## config.mk

```make
export PLATFORM = sky130hd
export DESIGN_NAME = button_conditioner_flat
export DESIGN_NICKNAME = d
export VERILOG_FILES = /design/src/rtl/button_pkg.sv /design/src/rtl/button_conditioner_if.sv /design/src/rtl/button_channel.sv /design/src/rtl/button_conditioner.sv /design/src/flat_wrapper.sv
export SDC_FILE = /design/constraint.sdc
export NUM_CORES = 1
export LEC_CHECK = 0
export ABC_AREA = 1
export CAP_MARGIN = 20
export CELL_PAD_IN_SITES_DETAIL_PLACEMENT = 0
export CELL_PAD_IN_SITES_GLOBAL_PLACEMENT = 2
export CORE_MARGIN = 1
export CORE_UTILIZATION = 43
export CTS_BUF_LIST = sky130_fd_sc_hd__clkbuf_4 sky130_fd_sc_hd__clkbuf_8
export DETAILED_ROUTE_END_ITERATION = 8
export MAX_ROUTING_LAYER = met4
export PLACE_DENSITY_LB_ADDON = 0.1
export RECOVER_POWER = 50
export SLEW_MARGIN = 20
export SYNTH_ARGS = -nofsm -noshare
export SYNTH_HDL_FRONTEND = slang
export SYNTH_SLANG_ARGS = --single-unit
```

## constraint.sdc

```tcl
create_clock -name clk -period 3.8 [get_ports clk]
set_clock_uncertainty 0.15 [all_clocks]
set_input_delay 0.76 -clock clk [delete_from_list [all_inputs] [get_ports clk]]
set_output_delay 0.76 -clock clk [all_outputs]
set_load 0.01 [all_outputs]
```

## src/rtl/button_pkg.sv

```systemverilog
// Shared types and helpers for the button conditioner.
//   rpt_state_e : per-channel auto-repeat state
//   btn_evt_t   : per-channel registered output bundle
//   max_u       : larger of two unsigned values
//   cnt_width   : bits needed to hold 0..max_cnt (never less than 1)
package button_pkg;

    typedef enum logic [1:0] {
        IDLE   = 2'd0,
        DELAY  = 2'd1,
        REPEAT = 2'd2
    } rpt_state_e;

    typedef struct packed {
        logic level;
        logic press;
        logic rel;
        logic action;
    } btn_evt_t;

    function automatic int unsigned max_u(input int unsigned a, input int unsigned b);
        return (a > b) ? a : b;
    endfunction

    function automatic int unsigned cnt_width(input int unsigned max_cnt);
        return (max_cnt < 1) ? 1 : $clog2(max_cnt + 1);
    endfunction

endpackage

```

## src/rtl/button_conditioner_if.sv

```systemverilog
// Button bundle between pin-facing logic and the conditioner.
//   btn_raw     : raw asynchronous button pins
//   btn_level   : debounced pressed level, 1 = pressed
//   btn_press   : one-cycle pulse on accepted press
//   btn_release : one-cycle pulse on accepted release
//   btn_action  : one-cycle pulse on press or auto-repeat
// master drives the pins and consumes events; slave is the conditioner.
interface button_conditioner_if #(
    parameter int unsigned N_BTN = 3
) ();

    logic [N_BTN-1:0] btn_raw;
    logic [N_BTN-1:0] btn_level;
    logic [N_BTN-1:0] btn_press;
    logic [N_BTN-1:0] btn_release;
    logic [N_BTN-1:0] btn_action;

    modport master (
        output btn_raw,
        input  btn_level,
        input  btn_press,
        input  btn_release,
        input  btn_action
    );

    modport slave (
        input  btn_raw,
        output btn_level,
        output btn_press,
        output btn_release,
        output btn_action
    );

endinterface

```

## src/rtl/button_channel.sv

```systemverilog
// One button channel: polarity fix, synchroniser, debounce, edge pulses
// and auto-repeat FSM.
//   clk       : system clock
//   rst_n     : asynchronous active-low reset
//   btn_raw_i : raw asynchronous pin
//   evt_o     : registered {level, press, rel, action}
module button_channel
    import button_pkg::*;
#(
    parameter int unsigned SYNC_STAGES     = 2,
    parameter int unsigned DEBOUNCE_CYCLES = 250000,
    parameter int unsigned REPEAT_DELAY    = 12500000,
    parameter int unsigned REPEAT_PERIOD   = 3125000,
    parameter bit          ACTIVE_LOW      = 1'b0,
    parameter bit          REPEAT_EN       = 1'b1
) (
    input  logic     clk,
    input  logic     rst_n,
    input  logic     btn_raw_i,
    output btn_evt_t evt_o
);

    localparam int unsigned DEB_W = cnt_width(DEBOUNCE_CYCLES - 1);
    localparam int unsigned RPT_W = cnt_width(max_u(REPEAT_DELAY, REPEAT_PERIOD) - 1);

    logic [SYNC_STAGES-1:0] sync_q;
    logic                   synced_c;

    logic [DEB_W-1:0] deb_cnt_q, deb_cnt_d;
    logic             level_q, level_d;
    logic             press_q, press_d;
    logic             release_q, release_d;
    logic             action_q, action_d;

    rpt_state_e       state_q, state_d;
    logic [RPT_W-1:0] rpt_cnt_q, rpt_cnt_d;
    logic             rpt_tc_c;
    logic             rpt_pulse_c;

    assign synced_c = sync_q[SYNC_STAGES-1];
    assign rpt_tc_c = (rpt_cnt_q == '0);

    // Debounce: count consecutive edges where synced disagrees with level;
    // toggle on the last one and raise the matching edge pulse in the same edge.
    always_comb begin
        deb_cnt_d = '0;
        level_d   = level_q;
        press_d   = 1'b0;
        release_d = 1'b0;
        if (synced_c != level_q) begin
            if (deb_cnt_q == DEB_W'(DEBOUNCE_CYCLES - 1)) begin
                level_d   = ~level_q;
                press_d   = ~level_q;
                release_d = level_q;
            end else begin
                deb_cnt_d = deb_cnt_q + DEB_W'(1);
            end
        end
    end

    // Repeat FSM next state; release always wins.
    always_comb begin
        state_d = state_q;
        case (state_q)
            IDLE: begin
                if (press_d && REPEAT_EN) state_d = DELAY;
            end
            DELAY: begin
                if (release_d)     state_d = IDLE;
                else if (rpt_tc_c) state_d = REPEAT;
            end
            REPEAT: begin
                if (release_d) state_d = IDLE;
            end
            default: state_d = IDLE;
        endcase
    end

    // Repeat FSM outputs: counter reload/decrement and repeat pulse.
    always_comb begin
        rpt_cnt_d   = rpt_cnt_q;
        rpt_pulse_c = 1'b0;
        case (state_q)
            IDLE: begin
                rpt_cnt_d = (state_d == DELAY) ? RPT_W'(REPEAT_DELAY - 1) : '0;
            end
            DELAY, REPEAT: begin
                if (release_d) begin
                    rpt_cnt_d = '0;
                end else if (rpt_tc_c) begin
                    rpt_pulse_c = 1'b1;
                    rpt_cnt_d   = RPT_W'(REPEAT_PERIOD - 1);
                end else begin
                    rpt_cnt_d = rpt_cnt_q - RPT_W'(1);
                end
            end
            default: rpt_cnt_d = '0;
        endcase
        action_d = press_d | rpt_pulse_c;
    end

    // Synchroniser, FSM state and registered outputs.
    always_ff @(posedge clk or negedge rst_n) begin
        if (!rst_n) begin
            sync_q    <= '0;
            deb_cnt_q <= '0;
            level_q   <= 1'b0;
            press_q   <= 1'b0;
            release_q <= 1'b0;
            action_q  <= 1'b0;
            state_q   <= IDLE;
            rpt_cnt_q <= '0;
        end else begin
            sync_q    <= {sync_q[SYNC_STAGES-2:0], btn_raw_i ^ ACTIVE_LOW};
            deb_cnt_q <= deb_cnt_d;
            level_q   <= level_d;
            press_q   <= press_d;
            release_q <= release_d;
            action_q  <= action_d;
            state_q   <= state_d;
            rpt_cnt_q <= rpt_cnt_d;
        end
    end

    assign evt_o.level  = level_q;
    assign evt_o.press  = press_q;
    assign evt_o.rel    = release_q;
    assign evt_o.action = action_q;

endmodule

```

## src/rtl/button_conditioner.sv

```systemverilog
// N_BTN independent button channels: synchronise, debounce, emit
// press/release pulses and auto-repeating action pulses.
//   clk    : system clock
//   rst_n  : asynchronous active-low reset
//   btn_if : slave side of the button bundle (raw in, events out)
module button_conditioner
    import button_pkg::*;
#(
    parameter int unsigned      N_BTN           = 3,
    parameter int unsigned      SYNC_STAGES     = 2,
    parameter int unsigned      DEBOUNCE_CYCLES = 250000,
    parameter int unsigned      REPEAT_DELAY    = 12500000,
    parameter int unsigned      REPEAT_PERIOD   = 3125000,
    parameter logic [N_BTN-1:0] ACTIVE_LOW      = '0,
    parameter logic [N_BTN-1:0] REPEAT_EN       = '1
) (
    input  logic                 clk,
    input  logic                 rst_n,
    button_conditioner_if.slave  btn_if
);

    btn_evt_t         evt_w [N_BTN];
    logic [N_BTN-1:0] level_w;
    logic [N_BTN-1:0] press_w;
    logic [N_BTN-1:0] release_w;
    logic [N_BTN-1:0] action_w;

    for (genvar g = 0; g < int'(N_BTN); g++) begin : g_ch
        button_channel #(
            .SYNC_STAGES     (SYNC_STAGES),
            .DEBOUNCE_CYCLES (DEBOUNCE_CYCLES),
            .REPEAT_DELAY    (REPEAT_DELAY),
            .REPEAT_PERIOD   (REPEAT_PERIOD),
            .ACTIVE_LOW      (ACTIVE_LOW[g]),
            .REPEAT_EN       (REPEAT_EN[g])
        ) u_ch (
            .clk       (clk),
            .rst_n     (rst_n),
            .btn_raw_i (btn_if.btn_raw[g]),
            .evt_o     (evt_w[g])
        );
    end

    // Gather per-channel bundles into the bus vectors.
    always_comb begin
        level_w   = '0;
        press_w   = '0;
        release_w = '0;
        action_w  = '0;
        for (int i = 0; i < int'(N_BTN); i++) begin
            level_w[i]   = evt_w[i].level;
            press_w[i]   = evt_w[i].press;
            release_w[i] = evt_w[i].rel;
            action_w[i]  = evt_w[i].action;
        end
    end

    assign btn_if.btn_level   = level_w;
    assign btn_if.btn_press   = press_w;
    assign btn_if.btn_release = release_w;
    assign btn_if.btn_action  = action_w;

endmodule

```

## src/flat_wrapper.sv

```systemverilog
// flat-port wrapper written by rule: the top's interface ports become plain ports
module button_conditioner_flat import button_pkg::*;
#(
    parameter int unsigned      N_BTN           = 3,
    parameter int unsigned      SYNC_STAGES     = 2,
    parameter int unsigned      DEBOUNCE_CYCLES = 250000,
    parameter int unsigned      REPEAT_DELAY    = 12500000,
    parameter int unsigned      REPEAT_PERIOD   = 3125000,
    parameter logic [N_BTN-1:0] ACTIVE_LOW      = '0,
    parameter logic [N_BTN-1:0] REPEAT_EN       = '1
)
  (clk, rst_n, btn_if_btn_raw, btn_if_btn_level, btn_if_btn_press, btn_if_btn_release, btn_if_btn_action);
  button_conditioner_if #(.N_BTN(N_BTN)) btn_if_i ();
  input  logic clk;
  input  logic rst_n;
  input wire logic [$bits(btn_if_i.btn_raw)-1:0] btn_if_btn_raw;
  output wire logic [$bits(btn_if_i.btn_level)-1:0] btn_if_btn_level;
  output wire logic [$bits(btn_if_i.btn_press)-1:0] btn_if_btn_press;
  output wire logic [$bits(btn_if_i.btn_release)-1:0] btn_if_btn_release;
  output wire logic [$bits(btn_if_i.btn_action)-1:0] btn_if_btn_action;
  assign btn_if_i.btn_raw = btn_if_btn_raw;
  assign btn_if_btn_level = btn_if_i.btn_level;
  assign btn_if_btn_press = btn_if_i.btn_press;
  assign btn_if_btn_release = btn_if_i.btn_release;
  assign btn_if_btn_action = btn_if_i.btn_action;
  button_conditioner #(.N_BTN(N_BTN), .SYNC_STAGES(SYNC_STAGES), .DEBOUNCE_CYCLES(DEBOUNCE_CYCLES), .REPEAT_DELAY(REPEAT_DELAY), .REPEAT_PERIOD(REPEAT_PERIOD), .ACTIVE_LOW(ACTIVE_LOW), .REPEAT_EN(REPEAT_EN)) u_core (.clk(clk), .rst_n(rst_n), .btn_if(btn_if_i));
endmodule
```

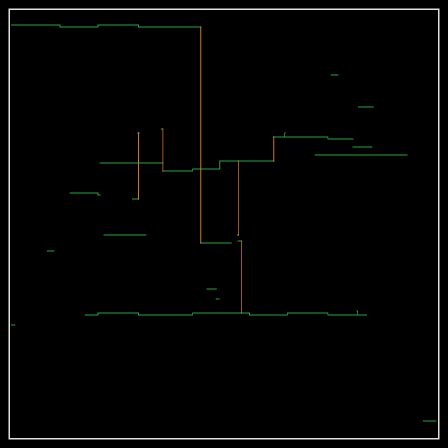
run_1/layers.png
Only two layers are drawn.
Key: orange = M4 [wire length 168 µm]; green = M3 [wire length 356 µm]
via count: 6,785
total global-route track usage: 0.1955
Routed WL: 18,840 µm
routed length per instance: 13.35 µm

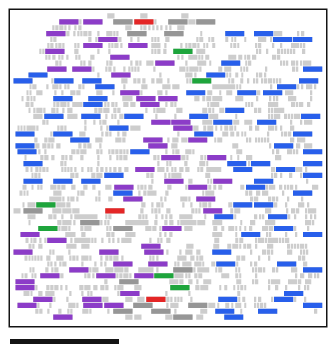
run_1/ff_map.png
The bar under the picture is 50 µm long. Other sequential cells in the stronger grey, the rest of the logic in the fainter grey.
Key: green = u_core.g_ch.u_ch.state_q [flops 6]; purple = u_core.g_ch.u_ch.deb_cnt_q [flops 54]; blue = u_core.g_ch.u_ch.rpt_cnt_q [flops 72, where spread over the die]; red = u_core.g_ch.u_ch.level_q [flops 3]
Another 15 sequential cells are not coloured.
combined flip-flop and latch cell area: 3754 µm²
sequential power: 1.61 mW
final standard cell utilization of the core: 0.4758

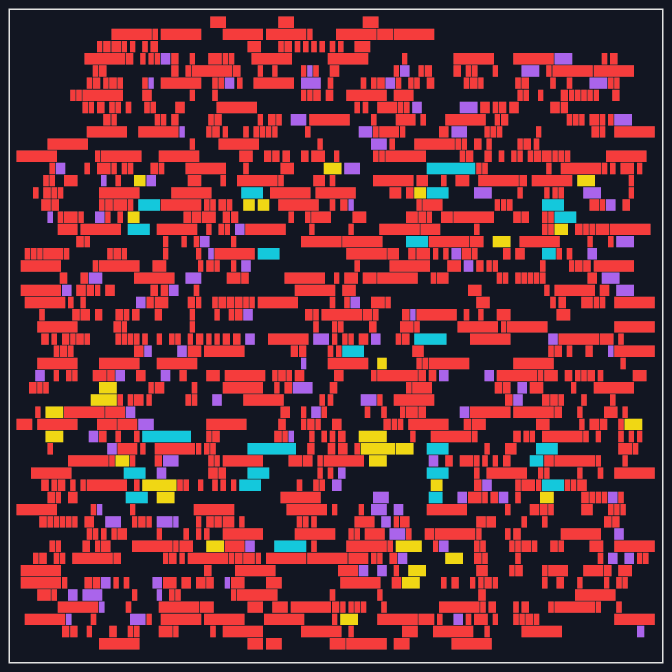
run_1/sizing.png
Key: yellow = x3 and x4 [cells 30, share 2.6%, most used nor2_4]; cyan = x6 and larger [cells 25, share 2.2%, most used clkbuf_8]; red = x1 and smaller [cells 978, share 86%, most used nand2_1]; purple = x2 [cells 108, share 9.5%, most used nand2_2]
area delta synth->final: 8.686%
post-layout worst setup margin: 1165 ps
nonclk buf count: 18
post-route design area: 9628 µm²

==> impl.org, run 1 <==
#+TITLE: Implementation results

** Run status
- Run status :: complete, but fails checks
- Violations in the final reports :: max-capacitance violations, max-slew violations

** Floorplanning
- Total die area :: approximately 21,000 µm²
- The floorplan step records an initial core utilization of 0.4378.
- Count of boundary I/O pins :: 17
- Placeable Area :: 20,230 µm²
- The floorplan has about 52 rows.
- Measured along the x axis, the die boundary spans between 100 and 150 µm.
- The die is ~150 µm tall.

** Global routing
- Entering global routing, the biggest net connects between 70 and 80 pins.
- The first global-routing pass estimated around 33,000 µm of wire.
- Vias in the first global route :: approximately 6,800
- Antenna violations before repair :: 0
- Grt total ovfl :: 0

** Run
- Number of warnings in the stage logs :: 38
- The run reported a max-capacitance violation count of 1.

** Logic synthesis
- The cell type that accounts for the most area after synthesis is sky130_fd_sc_hd__dfrtp_1.
- EDFF count, synth :: 0
- Seq share, synth :: 0.4237
- Proportion of netlist area held by the largest area contributor :: 0.4237
- Synthesis Warnings :: 0
- Netlist area before placement :: roughly 8900 µm²
- Among the non-sequential cells, simple AND/OR/NAND/NOR gates take the most area.
- Yosys reports the multiplexer fraction of the synthesized area as 0.
- In this run, the synthesized area fraction spent on adder and majority cells is recorded as 0.02966.
- Flop and latch count out of synthesis :: 150
- By area the synthesized netlist is led by sky130_fd_sc_hd__dfrtp_1, sky130_fd_sc_hd__nand2_1, sky130_fd_sc_hd__nor2_1.
- Async S/R FF share, synth :: 1.000
- Simple Share, Synth :: 0.3338
- The gate-level netlist out of Yosys references approximately 47 unique cell types.
- # Cells Yosys :: around 1,100
- Prevailing post-synth register cell :: sky130_fd_sc_hd__dfrtp_1
- Per the post-synthesis report, the nets total ~1,100.
- Synth Area per Inst :: about 8 µm²
- Per the synthesis report, the XOR/XNOR share of the synthesized area is 0.05339.
- Of the total synthesized cell area, the portion taken by AND-OR and OR-AND cells is 0.07542.
- The synthesized instance count is about 1,100.
- The area recorded from the Yosys report for this design is about 8900 µm².

** Final layout
- Share of final-layout standard cells stronger than drive strength 1 :: 0.1429
- Excluding fillers, the count of instances in the completed layout stands at 1,411.
- Dominant logic cell types in the final layout :: sky130_fd_sc_hd__nand2_1, sky130_fd_sc_hd__nor2_1, sky130_fd_sc_hd__dfrtp_1
- The net count of the finished layout is between 1,000 and 1,500.
- Commonest Layout Cell :: sky130_fd_sc_hd__nand2_1
- The repair_antennas step left the layout with diodes totalling 0.

** Pwr
- The completed layout was analyzed and its total power is 3.013 mW.
- Proportion of power drawn by the clock network :: 0.441
- Clk. pwr :: 1.33 mW
- Main power-consuming group :: registers
- The analysis attributes to net switching a power of around 0.72 mW.
- The script computed the net switching share of total power as 0.2388.
- Cell internal power dissipation :: ~2.3 mW
- The flow reports power dissipated in combinational cells as 0.0718 mW.
- Of the total power, combinational logic draws 0.024.
- The analysis attributes to cell leakage a power of 5.126 nW.
- Power density of the placed cells :: roughly 310 nW/µm²
- Maximum vdd ir drop :: approximately 0.17 mV
- Part of the total power dissipated in sequential elements :: 0.536

** Setup path
- Crit path from :: rst_n
- End point of the critical path :: u_core.g_ch[0].u_ch.rpt_cnt_q[11]
- Worst path max stage delay :: ~1500 ps
- Required @ worst endpoint :: approximately 4200 ps
- The largest individual stage delay along the critical path comes from the cell sky130_fd_sc_hd__clkbuf_2.
- The number of cells on the worst reg-to-reg path is 10.
- The worst setup path is of the in2async kind.
- Cell family with the largest share of critical-path delay :: buffers and inverters
- Worst reg2reg endpoint :: u_core.g_ch[0].u_ch.rpt_cnt_q[8]
- Across all register-to-register paths, the minimum setup slack is between 1000 and 1500 ps.
- Crit. path cell count :: 2
- The worst setup path is launched from an input pin.
- The timing report notes that buffer and inverter cells on the critical path total 2.
- Most used cell, CP :: sky130_fd_sc_hd__clkbuf_2
- Critical path peak fanout :: 77
- Data arrival time of the critical path :: 3010 ps
- The startpoint identified for the worst register-to-register timing path is u_core.g_ch[0].u_ch.deb_cnt_q[0].
- The worst setup path is captured at an asynchronous set/reset pin.
- Chain of cells forming the critical path :: clkbuf_2 > clkbuf_2

** Detailed routing
- Wire segments on met3 add up to between 300 and 400 µm in the final route.
- The routed layout reports a DRC error count of 0.
- Met1 routed wirelength after detailed routing :: roughly 9500 µm
- Initial drt markers :: approximately 350
- In this run the remaining antenna-violating nets after routing total 0.
- Top routing layer in use :: met4
- WL met2 :: 8837 µm
- Number of detailed-routing iterations run before antenna repair :: 5
- For this run, the detailed router reports a per-instance via density of slightly below 5.

** Timing
- Final Cycle Share :: 0.6934
- After layout, the minimum clock period comes to roughly 2600 ps.
- Final total negative setup slack :: 0 ps
- Maximum clock rate :: about 0.38 GHz
- Worst hold slack after final layout :: 206.0 ps
- Final setup violation count :: 0
- Final tally of hold violations :: 0
- Unrepaired setup endpoints after global routing :: false
- In this run the tightest slew margin relative to its limit is -0.4223.
- Measured slew at the worst slew-check pin :: 2133 ps
- The final timing report lists a max-slew violation count of just under 80.

** Place
- Counting tap cells, the placed design contains a total of ~1,400 instances.
- Before CTS, the worst setup slack after placement is ~1400 ps.
- Detail Placement HPWL :: between 10,000 and 15,000 µm
- Summing all placed instances gives a cell area of 9215 µm².
- Final weighted congestion of routability-driven global placement :: between 0.8 and 0.9
- The placement report lists the number of port buffers as 16.

** Worst hold path
- The worst hold path passes through 0 cells.
- STA shows the worst min-delay path finishing at u_core.g_ch[1].u_ch.sync_q[1].
- Path category of the worst min-delay check :: reg2reg
- STA lists the startpoint of the worst hold path as u_core.g_ch[1].u_ch.sync_q[0].

** Clock network
- At the later pin of the worst-skew pair, clock insertion delay measures about 450 ps.
- The registers of the reported paths see a clock transition of 90 ps.
- CTS H-tree lvls :: 4
- The number of gates resized after CTS was 0.
- The clock drives approximately 150 sinks.
- Buffers added to address setup during post-CTS repair amount to 0.
- Clock tree from TritonCTS :: built
- Worst-case clock buffer depth :: 2
- Post-CTS Hold Buffers :: 0
- CTS root buffer :: sky130_fd_sc_hd__clkbuf_8
- Number of buffers created by CTS :: 17
==> run 1: flip-flops by register name, summed over array words and instances, names as in the netlist <==
| name | count |
|---|---|
| u_core.g_ch.u_ch.rpt_cnt_q | 72 |
| u_core.g_ch.u_ch.deb_cnt_q | 54 |
| u_core.g_ch.u_ch.state_q | 6 |
| u_core.g_ch.u_ch.sync_q | 6 |
| u_core.g_ch.u_ch.action_q | 3 |
| u_core.g_ch.u_ch.level_q | 3 |
| u_core.g_ch.u_ch.press_q | 3 |
| u_core.g_ch.u_ch.release_q | 3 |
==> run 1: cells in the mapped netlist (11+ instances only) <==
cell	number
sky130_fd_sc_hd__a21oi_1	34
sky130_fd_sc_hd__a31oi_1	14
sky130_fd_sc_hd__buf_4	13
sky130_fd_sc_hd__dfrtp_1	150
sky130_fd_sc_hd__ha_1	21
sky130_fd_sc_hd__inv_1	130
sky130_fd_sc_hd__inv_2	18
sky130_fd_sc_hd__nand2_1	186
sky130_fd_sc_hd__nand2_2	31
sky130_fd_sc_hd__nand3_1	65
sky130_fd_sc_hd__nand3_2	11
sky130_fd_sc_hd__nand4_1	20
sky130_fd_sc_hd__nor2_1	185
sky130_fd_sc_hd__nor2_2	22
sky130_fd_sc_hd__nor2_4	13
sky130_fd_sc_hd__nor3_1	32
sky130_fd_sc_hd__o21ai_0	33
sky130_fd_sc_hd__xnor2_1	15
sky130_fd_sc_hd__xor2_1	39
==> run 1: routing by layer <==
metal	vias up	global-route usage
met4	0	0.04579
li1	3577	-
met5	-	-
met3	13	0.03730
met2	37	0.3168
met1	3158	0.2530
==> run 1: cell type report <==
cell class	instances	area, µm²
well taps	270	337.8
clock buffers	19	249.0
repair buffers	18	180.2
flip-flops and latches	150	3754
multi-input cells	789	4360
inverters	152	574.3
fillers	2036	10610
clock inverters	13	172.7
run_1/congestion_map.png
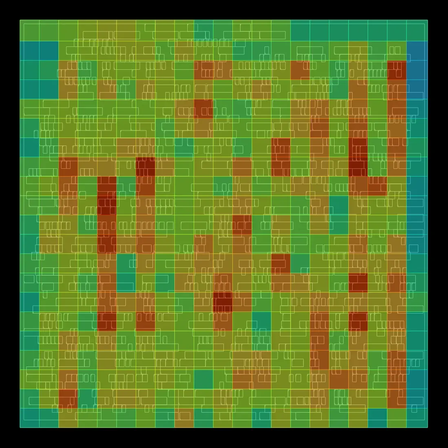

==> inputs of run 2 (changes only) <==
--- a/config.mk
+++ b/config.mk
@@ -10,7 +10,7 @@
 export CELL_PAD_IN_SITES_DETAIL_PLACEMENT = 0
 export CELL_PAD_IN_SITES_GLOBAL_PLACEMENT = 2
 export CORE_MARGIN = 1
-export CORE_UTILIZATION = 43
+export CORE_UTILIZATION = 40
 export CTS_BUF_LIST = sky130_fd_sc_hd__clkbuf_4 sky130_fd_sc_hd__clkbuf_8
 export DETAILED_ROUTE_END_ITERATION = 8
 export MAX_ROUTING_LAYER = met4
==> constraint.sdc (replaced) <==
create_clock -name clk -period 2.45 [get_ports clk]
set_clock_uncertainty 0.15 [all_clocks]
set_input_delay 0.49 -clock clk [delete_from_list [all_inputs] [get_ports clk]]
set_output_delay 0.49 -clock clk [all_outputs]
set_load 0.01 [all_outputs]
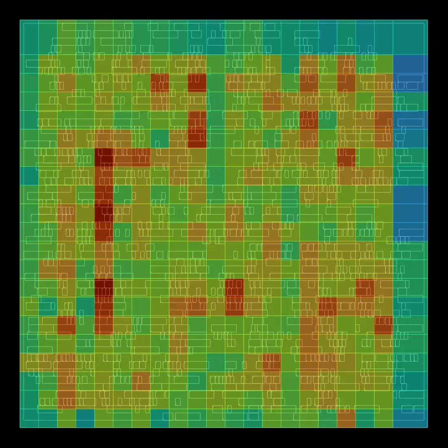
run_2/congestion_map.png
gr busiest metal: met2
final standard cell utilization of the core: 0.4453
routing usage on met3: 0.03735

==> run 2 against run 1 <==
  * Wire length grew 0.42%
  * Highest routed layer unchanged
  * Final area up 0.62%
  * Die size increased by 7.4%
  * Setup slack worse by 910 ps
  * Global-route usage decreased by 0.84 points
  * Sequential power increased by 55%
  * The run now ends clean
  * Sequential share of layout area decreased by 0.24 points
  * Utilization fell by 3.1 points
  * Count of clock-buffer cells in the layout rose by 1
==> impl.org, run 2 <==
#+TITLE: Implementation results

** Setup path
- R2R depth :: 9 (-1)
- The required time at the endpoint of the critical path came to 2620 ps (-1560 ps).
- End point of the critical path :: u_core.g_ch[0].u_ch.rpt_cnt_q[3]
- The worst setup path is launched from a flip-flop.
- Setup Crit Path Kind :: reg2reg
- The maximum fanout along the worst path came to 16 (-79%).
- Worst reg2reg endpoint :: u_core.g_ch[0].u_ch.rpt_cnt_q[3]
- STA classifies the critical path endpoint as a flip-flop.

** Clock network
- TritonCTS built the clock tree.
- The number of H-tree levels was 4 (unchanged).
- The clock transition at the registers of the reported paths is 90 ps (about the same).
- In this run the clock root is driven by a sky130_fd_sc_hd__clkbuf_8.
- Late-Pin Clk Latency :: 450 ps (about the same)
- The CTS buffer count came to 17 (unchanged).

** Global routing
- The first-pass GRT wire length is 32,710 µm (+0.13%).
- Total global-route track usage :: 0.1871 (-0.008421)
- Vias in the first global route :: 6,705 (-0.77%)
- The met1 layer usage reported by global route is 0.2588 (+0.005785).

** Worst hold path
- Hold Path Cell Cnt :: 0 (unchanged)
- The most critical min-delay path falls under reg2reg.

** Logic synthesis
- Commonest cells in the netlist :: sky130_fd_sc_hd__nand2_1, sky130_fd_sc_hd__nor2_1, sky130_fd_sc_hd__dfrtp_1
- The share of async-settable or async-resettable flops after synthesis is 1.000 (unchanged).
- The warning count from the yosys run came to 0 (unchanged).
- Sorting the Yosys area breakdown by cell type puts at the top sky130_fd_sc_hd__dfrtp_1.
- The number of nets at floorplan came to 1,138 (unchanged).
- The synthesized area per cell is 7.966 µm² (unchanged).
- The yosys stat chip area was 8858 µm² (unchanged).
- Prevailing post-synth register cell :: sky130_fd_sc_hd__dfrtp_1
- The flip-flop and latch count after synthesis came to 150 (unchanged).
- The sequential-to-total area share from yosys stat came to 0.4237 (unchanged).
- Number of unique standard cell types used by synthesis :: 47 (unchanged)
- The count of flip-flops with a built-in enable after synthesis was 0 (unchanged).
- The synthesized area is 8858 µm² (unchanged).

** Place
- Final weighted congestion of routability-driven global placement :: 0.7826 (-5.1%)
- The HPWL reported at the end of detailed placement came to 13,940 µm (+3.6%).

** Final layout
- The logic area came to 4365 µm² (+0.11%).
- Top Registers :: u_core.g_ch.u_ch.rpt_cnt_q (72), u_core.g_ch.u_ch.deb_cnt_q (54)
- Register with the highest flop count :: u_core.g_ch.u_ch.rpt_cnt_q
- Commonest Layout Cell :: sky130_fd_sc_hd__nand2_1
- Per the cell usage report, the commonest logic cells after layout are sky130_fd_sc_hd__nand2_1, sky130_fd_sc_hd__nor2_1, sky130_fd_sc_hd__dfrtp_1.
- Relative to the synthesized area, the layout overhead comes to 9.364%.
- Post-route non-filler standard cell count :: 1,435 (+1.7%)
- Share of final-layout standard cells stronger than drive strength 1 :: 0.1498 (+0.006926)

** Timing
- The final setup TNS came to 0 ps (unchanged).
- The final count of negative-setup-slack endpoints came to 0 (unchanged).
- Counting I/O delays and the setup requirement, the final critical path takes 2190 ps.
- Worst hold slack after final layout :: 204.9 ps (-1.104 ps)
- In the finished design, the share of the clock period the worst path needs comes to 0.8939.
- Maximum clock rate :: ~0.46 GHz

** Detailed routing
- The wire length reported by the detailed router was 18,920 µm (+0.42%).
- The total routed wire length on the met1 layer is 9837 µm (+3.8%).
- WL met2 :: 8443 µm (-4.5%)
- Drt via density :: 4.736 (-1.5%)
- Via count :: 6,796 (+0.16%)
- Top routing layer in use :: met4
- The mean routed wirelength per cell came to 13.18 µm (-1.3%).

** Pwr
- Switch Pwr :: 1.100 mW (+53%)
- Maximum vdd ir drop :: 0.2976 mV (+71%)
- Part of the total power dissipated in sequential elements :: 0.558 (+0.022)
- Combinational power share :: 0.025 (about the same)
- Power density of the placed cells :: 462.7 nW/µm² (+48%)

** Floorplanning
- The die height was 150.8 µm (+3.6%).
- Placeable Area :: 21,760 µm² (+7.5%)
- Overall die width :: 150.8 µm (+3.6%)
- The floorplan utilization is 0.4072 (-0.03062).

** Run status
- The flow ran to the end, and the final reports show no timing, DRC or antenna violations.
run 2: area by class of cell:
cell class	count	share of cell area
multi-input cells	789	0.4506
flip-flops and latches	150	0.3874
inverters	152	0.05928
well taps	280	0.03616
clock buffers	20	0.02712
repair buffers	32	0.02686
clock inverters	12	0.01253
run 2: repair_timing:
action / in CTS / in global routing
hold endpoints to repair: 58 / 0
setup endpoints to repair: 0 / 21
hold buffers: 1 / 0
resized: 0 / 2
setup buffers: 0 / 0
run 2: cell families (layout without fill, tap and decap cells):
group	Yosys count	after routing	synth area share
buffers and inverters	173	216	0.08404
XOR/XNOR	54	54	0.05339
adder cells (fa/ha/maj)	21	21	0.02966
AND/OR/NAND/NOR	606	606	0.3338
AND-OR/OR-AND	108	108	0.07542
flip-flops	150	150	0.4237
run 2: critical path, cell delays in order (launching register included):
cell and delay (ps):
sky130_fd_sc_hd__dfrtp_1 460, sky130_fd_sc_hd__nor2_1 210, sky130_fd_sc_hd__nand3_1 150, sky130_fd_sc_hd__nor2_2 210, sky130_fd_sc_hd__and3_1 320, sky130_fd_sc_hd__nand3_2 120, sky130_fd_sc_hd__nand2_2 100, sky130_fd_sc_hd__nor2_4 40
sky130_fd_sc_hd__nand2_4 200, sky130_fd_sc_hd__nand2_1 90
run 2: metrics by stage:
stage	area, µm²	total power [mW]	setup WS (ps)
4_1_cts	9732	4.604	125.3
3_3_place_gp	9338	2.680	131.8
5_1_grt	9688	4.729	72.79
6_report	9688	4.482	259.9
2_1_floorplan	8859	2.590	611.3
3_5_place_dp	9338	2.681	140.3
run 2: power groups by stage:
stage               sequential [mW]  combinational (mW)  clock, mW
floorplan                      2.55              0.0394          0
global placement               2.55               0.128          0
detailed placement             2.55               0.129          0
CTS                            2.50               0.130       1.97
global route                   2.51               0.134       2.09
finish                         2.50               0.111       1.87
Power and IR drop assume default switching activity.
